<file path="config.mk">
export PLATFORM = sky130hd
export DESIGN_NAME = result_reader
export DESIGN_NICKNAME = d
export VERILOG_FILES = /design/src/rtl/result_reader.sv
export SDC_FILE = /design/constraint.sdc
export NUM_CORES = 1
export LEC_CHECK = 0
export ABC_AREA = 0
export CORE_UTILIZATION = 53
export CTS_BUF_LIST = sky130_fd_sc_hd__clkbuf_2
export DETAILED_ROUTE_END_ITERATION = 6
export DONT_BUFFER_PORTS = 1
export PLACE_DENSITY = 0.77
export SYNTH_ARGS = -nofsm -noshare
export SYNTH_HDL_FRONTEND = slang
export SYNTH_SLANG_ARGS = --single-unit
</file>
<file path="constraint.sdc">
create_clock -name clk_i -period 2.85 [get_ports clk_i]
set_input_delay 0.57 -clock clk_i [delete_from_list [all_inputs] [get_ports clk_i]]
set_output_delay 0.57 -clock clk_i [all_outputs]
set_load 0.02 [all_outputs]
</file>
<file path="src/rtl/result_reader.sv">
`default_nettype none
// ============================================================================
// Module : result_reader
// Drains result_mem from address 0 to MEM_DEPTH-1 through a 1-cycle read port
// and streams {addr, data} beats out on valid/ready via a 2-entry buffer.
// Rev    : 1.0 - initial release
// ============================================================================
module result_reader #(
  parameter int MEM_WIDTH = 32,
  parameter int MEM_DEPTH = 8
) (
  input  logic                         clk_i,
  input  logic                         rst_ni,
  input  logic                         start_i,
  output logic                         busy_o,
  output logic                         done_o,
  output logic                         rd_en_o,
  output logic [$clog2(MEM_DEPTH)-1:0] rd_addr_o,
  input  logic [MEM_WIDTH-1:0]         rd_data_i,
  output logic                         valid_o,
  input  logic                         ready_i,
  output logic [MEM_WIDTH-1:0]         data_o,
  output logic [$clog2(MEM_DEPTH)-1:0] addr_o
);

  localparam int ADDR_W = $clog2(MEM_DEPTH);
  localparam logic [ADDR_W-1:0] C_LAST_ADDR = ADDR_W'(MEM_DEPTH - 1);

  localparam logic [1:0] S_IDLE  = 2'd0;
  localparam logic [1:0] S_READ  = 2'd1;
  localparam logic [1:0] S_DRAIN = 2'd2;
  localparam logic [1:0] S_DONE  = 2'd3;

  logic [1:0]           r_state;
  logic [ADDR_W-1:0]    r_issue_cnt;
  logic                 r_inflight;
  logic [ADDR_W-1:0]    r_inflight_addr;
  logic [MEM_WIDTH-1:0] r_buf_data [2];
  logic [ADDR_W-1:0]    r_buf_addr [2];
  logic                 r_wr_ptr;
  logic                 r_rd_ptr;
  logic [1:0]           r_count;

  logic w_start;
  logic w_pop;
  logic w_push;
  logic w_issue;
  logic w_last_issue;
  logic w_drained;

  assign w_start = (r_state == S_IDLE) && start_i;
  assign w_pop   = valid_o && ready_i;
  assign w_push  = r_inflight;

  // Credit rule: occupancy + in-flight - pop < 2 keeps the buffer from overflowing.
  assign w_issue = (r_state == S_READ) &&
                   (({1'b0, r_count} + {2'b00, r_inflight}) < (3'd2 + {2'b00, w_pop}));
  assign w_last_issue = w_issue && (r_issue_cnt == C_LAST_ADDR);

  // Look ahead through the current pop so done follows the last handshake directly.
  assign w_drained = !r_inflight &&
                     ((r_count == 2'd0) || ((r_count == 2'd1) && w_pop));

  assign busy_o    = (r_state != S_IDLE);
  assign done_o    = (r_state == S_DONE);
  assign rd_en_o   = w_issue;
  assign rd_addr_o = w_issue ? r_issue_cnt : '0;
  assign valid_o   = (r_count != 2'd0);
  assign data_o    = valid_o ? r_buf_data[r_rd_ptr] : '0;
  assign addr_o    = valid_o ? r_buf_addr[r_rd_ptr] : '0;

  always_ff @(posedge clk_i or negedge rst_ni) begin
    if (!rst_ni) begin
      r_state <= S_IDLE;
    end else begin
      case (r_state)
        S_IDLE:  if (start_i)      r_state <= S_READ;
        S_READ:  if (w_last_issue) r_state <= S_DRAIN;
        S_DRAIN: if (w_drained)    r_state <= S_DONE;
        S_DONE:                    r_state <= S_IDLE;
        default:                   r_state <= S_IDLE;
      endcase
    end
  end

  always_ff @(posedge clk_i or negedge rst_ni) begin
    if (!rst_ni) begin
      r_issue_cnt     <= '0;
      r_inflight      <= 1'b0;
      r_inflight_addr <= '0;
    end else begin
      r_inflight <= w_issue;
      if (w_issue) begin
        r_inflight_addr <= r_issue_cnt;
      end
      if (w_start) begin
        r_issue_cnt <= '0;
      end else if (w_issue && !w_last_issue) begin
        r_issue_cnt <= r_issue_cnt + ADDR_W'(1);
      end
    end
  end

  always_ff @(posedge clk_i or negedge rst_ni) begin
    if (!rst_ni) begin
      r_wr_ptr <= 1'b0;
      r_rd_ptr <= 1'b0;
      r_count  <= 2'd0;
      for (int i = 0; i < 2; i++) begin
        r_buf_data[i] <= '0;
        r_buf_addr[i] <= '0;
      end
    end else if (w_start) begin
      r_wr_ptr <= 1'b0;
      r_rd_ptr <= 1'b0;
      r_count  <= 2'd0;
    end else begin
      if (w_push) begin
        r_buf_data[r_wr_ptr] <= rd_data_i;
        r_buf_addr[r_wr_ptr] <= r_inflight_addr;
        r_wr_ptr             <= ~r_wr_ptr;
      end
      if (w_pop) begin
        r_rd_ptr <= ~r_rd_ptr;
      end
      case ({w_push, w_pop})
        2'b10:   r_count <= r_count + 2'd1;
        2'b01:   r_count <= r_count - 2'd1;
        default: r_count <= r_count;
      endcase
    end
  end

endmodule
`default_nettype wire

</file>
### Congestion heat map

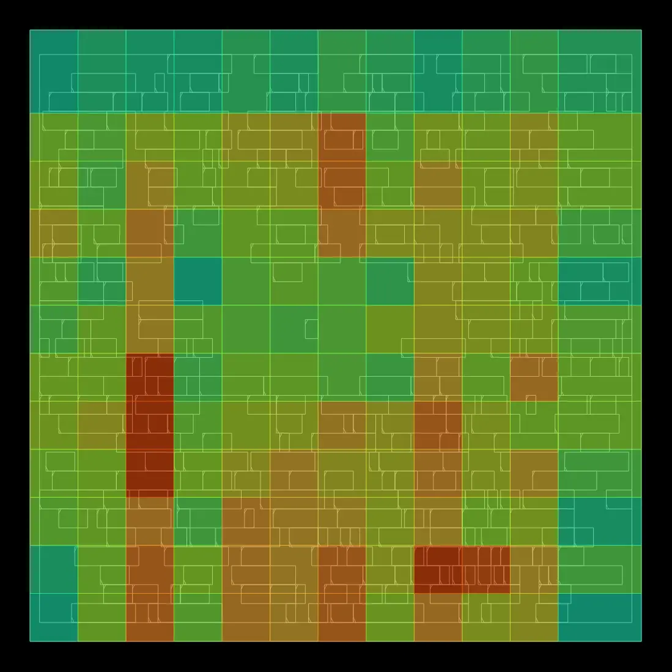
global-route met1 utilization: 23.4%
utilization after layout: 60.8%
Most Used Layer, Global Route: met2

### Register map, names as in the netlist

Scale bar: 20 um. Other sequential cells in the stronger grey, the rest of the logic in the fainter grey.
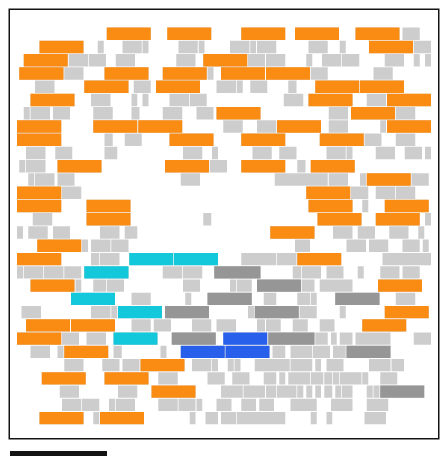
legend:
  orange:
    netlist_name: `r_buf_data`
    flops: 64
    where: spread over the die
  blue:
    netlist_name: `r_issue_cnt`
    flops: 3
  cyan:
    netlist_name: `r_buf_addr`
    flops: 6
not coloured: 10

### Routed metal per tile

Scale bar: 20 um. 18 x 18 tiles, from dark blue (low) to red (high), scaled to the fullest tile. Values are wire area over tile area, all layers added.
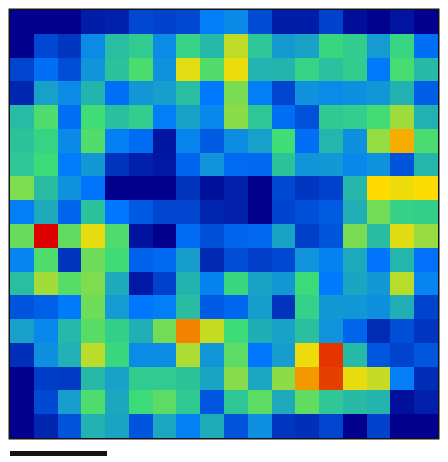
emptiest ninth of the die: middle
tiles over half the peak: 18%
mean over tiles: 0.14
fullest tile: 0.43
nearly empty tiles: 5.6%

### Placed cells, one colour a class

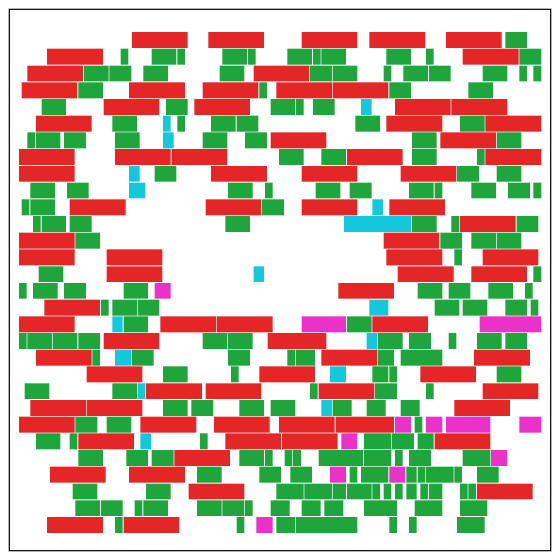
legend:
  cyan:
    class: clock drivers and dummy loads
    cells: 16
    share_of_their_area: 2.8%
  red:
    class: sequential cells
    cells: 83
    share_of_their_area: 51%
  magenta:
    class: remaining buffers and delay cells
    cells: 12
    share_of_their_area: 3.4%
  green:
    class: combinational and other logic
    cells: 199
    share_of_their_area: 43%

==> impl_metrics.toml <==
# flow metrics
[die]
floorplan.rows = 30
initial_core_util_pct = 56.3
die_h_um = 87.9
design.portCount = 78
chipWidth_um = 87.9
die-area_sq_um = 7720

[place]
post-place-ws_ps = 318
dp_cells = 385
hpwlAfterDp_mm = 4.37
portBuffers = 0
post_dp_area_sq_um = 4040

[final_layout]
final_cell_count_no_fill = 406
n_antenna_cell = 0
nets = 352
final_cell_area_sq_um = 4220

[worst_setup_path]
worstSetupEndpointType = "output pin"
crit_fanout = 5
timing.critical_path.arrival_ps = 2220
r2r_cells = 7
timing.critical_path.required_ps = 2280
critPathLaunchType = "flip-flop"
worst_setup_path_class = "reg2out"

[power]
power.density_nw_per_um2 = 1270
total_leakage_power_nw = 1.92
total_power_mw = 5.35
peak_supply_drop_mv = 0.534

[route]
wirelength_mm = 6.84
num_vias = 2268
detail_route.vias_per_cell = 5.59
drt_pass1_iterations = 4
drt_iter0_markers = 93
drc = 0

[sta]
grt_setup_unrepaired = "true"
relSlewSlack_pct = 58.1
finalWorstSetupSlack_ps = 63.9
highest_clock_frequency_the_design_can_meet_mhz = 359
fin_worst_skew_ps = 19.4
tightest_slew_ps = 626
finalHoldViolCount = 0
fin_setup_tns_ps = 0
fin_max_slew_vios = 0
finalSetupViolations = 0
fin_worst_hold_slack_ps = 182

[yosys]
topCombFamilyByArea = "multiplexers"
syn-instance-count = 297
ys_cells = 297
asyncSetResetFlopFracSynth_pct = 100
mappedNetlistArea_sq_um = 3910
part_of_the_yosys_area_used_for_sequential_elements_pct = 53.2
synth_dominant_cell_count = "dfrtp_1"
yosys.stat.chipArea_sq_um = 3910
xor_area_share_pct = 1.12
post-synth-top-area-cell = "dfrtp_1"
post_synth_ao_oa_area_fraction_pct = 2.85
netlist.area_leader.share_pct = 53.2
synth_flops = 83
simple_gate_area_share_pct = 5.89
yosys.cell_types.count = 27
synth_top_flop_cell = "dfrtp_1"
synth_adder_area_share_pct = 3.52
synth.area.top_cells = "dfrtp_1 53%, mux2_2 21%, mux2i_1 9.7%"
mux_area_share_pct = 30.8

[global_route]
antenna_found_initial = 0
grt_pass1_wl_mm = 11.1
grt.overflow.total = 0
grt_start_max_net_pins = 84

[clock_tree]
ctsRootBufferMaster = "clkbuf_2"
clk_pin_slew_ps = 230
clock_sink_count = 83
tritoncts_clock_tree = "yes"
ctsLongestPathBuffers = 2
cts_buf_count = 9

[run_status]
run_status = "finished, final reports clean"

[worst_hold_path]
timing.hold.worst.class = "in2reg"
timing.hold.worst_path_depth = 1

[job]
log.warning_count = 33
## registers in the layout, summed over array words and instances (netlist names)
| name | count |
|---|---|
| r_inflight_addr | 3 |
| r_buf_addr | 6 |
| r_wr_ptr | 1 |
| r_rd_ptr | 1 |
| r_state | 2 |
| r_buf_data | 64 |
| r_count | 2 |
| r_issue_cnt | 3 |
| r_inflight | 1 |
## timing repair
| item | 4_1_cts | 5_1_grt |
|---|---|---|
| hold buffers | 2 | 0 |
| gates cloned | 0 | 0 |
| setup endpoints to repair | 4 | 4 |
| hold endpoints to repair | 83 | 0 |
| pin swaps | 1 | 3 |
| gates resized | 4 | 4 |
| setup buffers | 2 | 1 |
## cell usage in the layout, fill, tap and decap left out, types with 2 or more instances in the layout
cell type and instances:
a211oi_1 2, and2_4 3, buf_12 2, buf_4 8, clkbuf_2 9, clkinv_1 2, clkinvlp_4 3, dfrtp_1 81
dfrtp_2 2, ha_1 10, inv_1 8, mux2_2 73, mux2i_1 38, nand2_1 4, nor2_1 43, xnor2_1 4
## cells by family (layout without fill, tap and decap cells)
logic type      Yosys count  count (layout)
simple gates             54              54
xor+xnor                  5               5
buf+inv                  23              36
flops                    83              83
mux                     111             111
compound gates           10              10
fa+ha+maj                11              11
## report_power, final
part	switching (mW)	internal, mW	total [mW]
clock	0.397	0.197	0.594
combinational	1.51	1.15	2.66
sequential	0.348	1.75	2.10
## final timing paths
check	from	endpoint	slack (ps)
worst max-delay path	r_count[0]	rd_addr_o[0]	60
worst min register to register	r_buf_data[44]	r_buf_data[44]	530
worst max register to register	r_state[0]	r_buf_data[63]	680
min in group asynchronous	rst_ni	r_state[0]	600
max in group asynchronous	rst_ni	r_rd_ptr	1890
worst min-delay path	rd_data_i[25]	r_buf_data[25]	180
## critical path, cell delays in order, from the launching register on
cell	delay [ps]
dfrtp_1	470
ha_1	280
or3b_4	400
a211oi_4	330
and2_4	240
## metal layers
layer | routed length [um] | part of all wire [%] | GRT usage (%) | vias to the layer above
met4 | 104 | 1.5 | 8.94 | 0
met2 | 3400 | 50 | 31.9 | 57
li1 | - | - | - | 1042
met3 | 395 | 5.8 | 5.28 | 9
met5 | 0 | 0 | 0 | -
met1 | 2930 | 43 | 23.4 | 1160
## final cells by class
cell class / count / area [sq um]
Clock inverter: 7 / 68.8
Inverter: 8 / 30.0
Timing Repair Buffer: 12 / 138
Multi-Input combinational cell: 191 / 1740
Tap cell: 96 / 120
Sequential cell: 83 / 2080
Fill cell: 563 / 2720
Clock buffer: 9 / 45.0
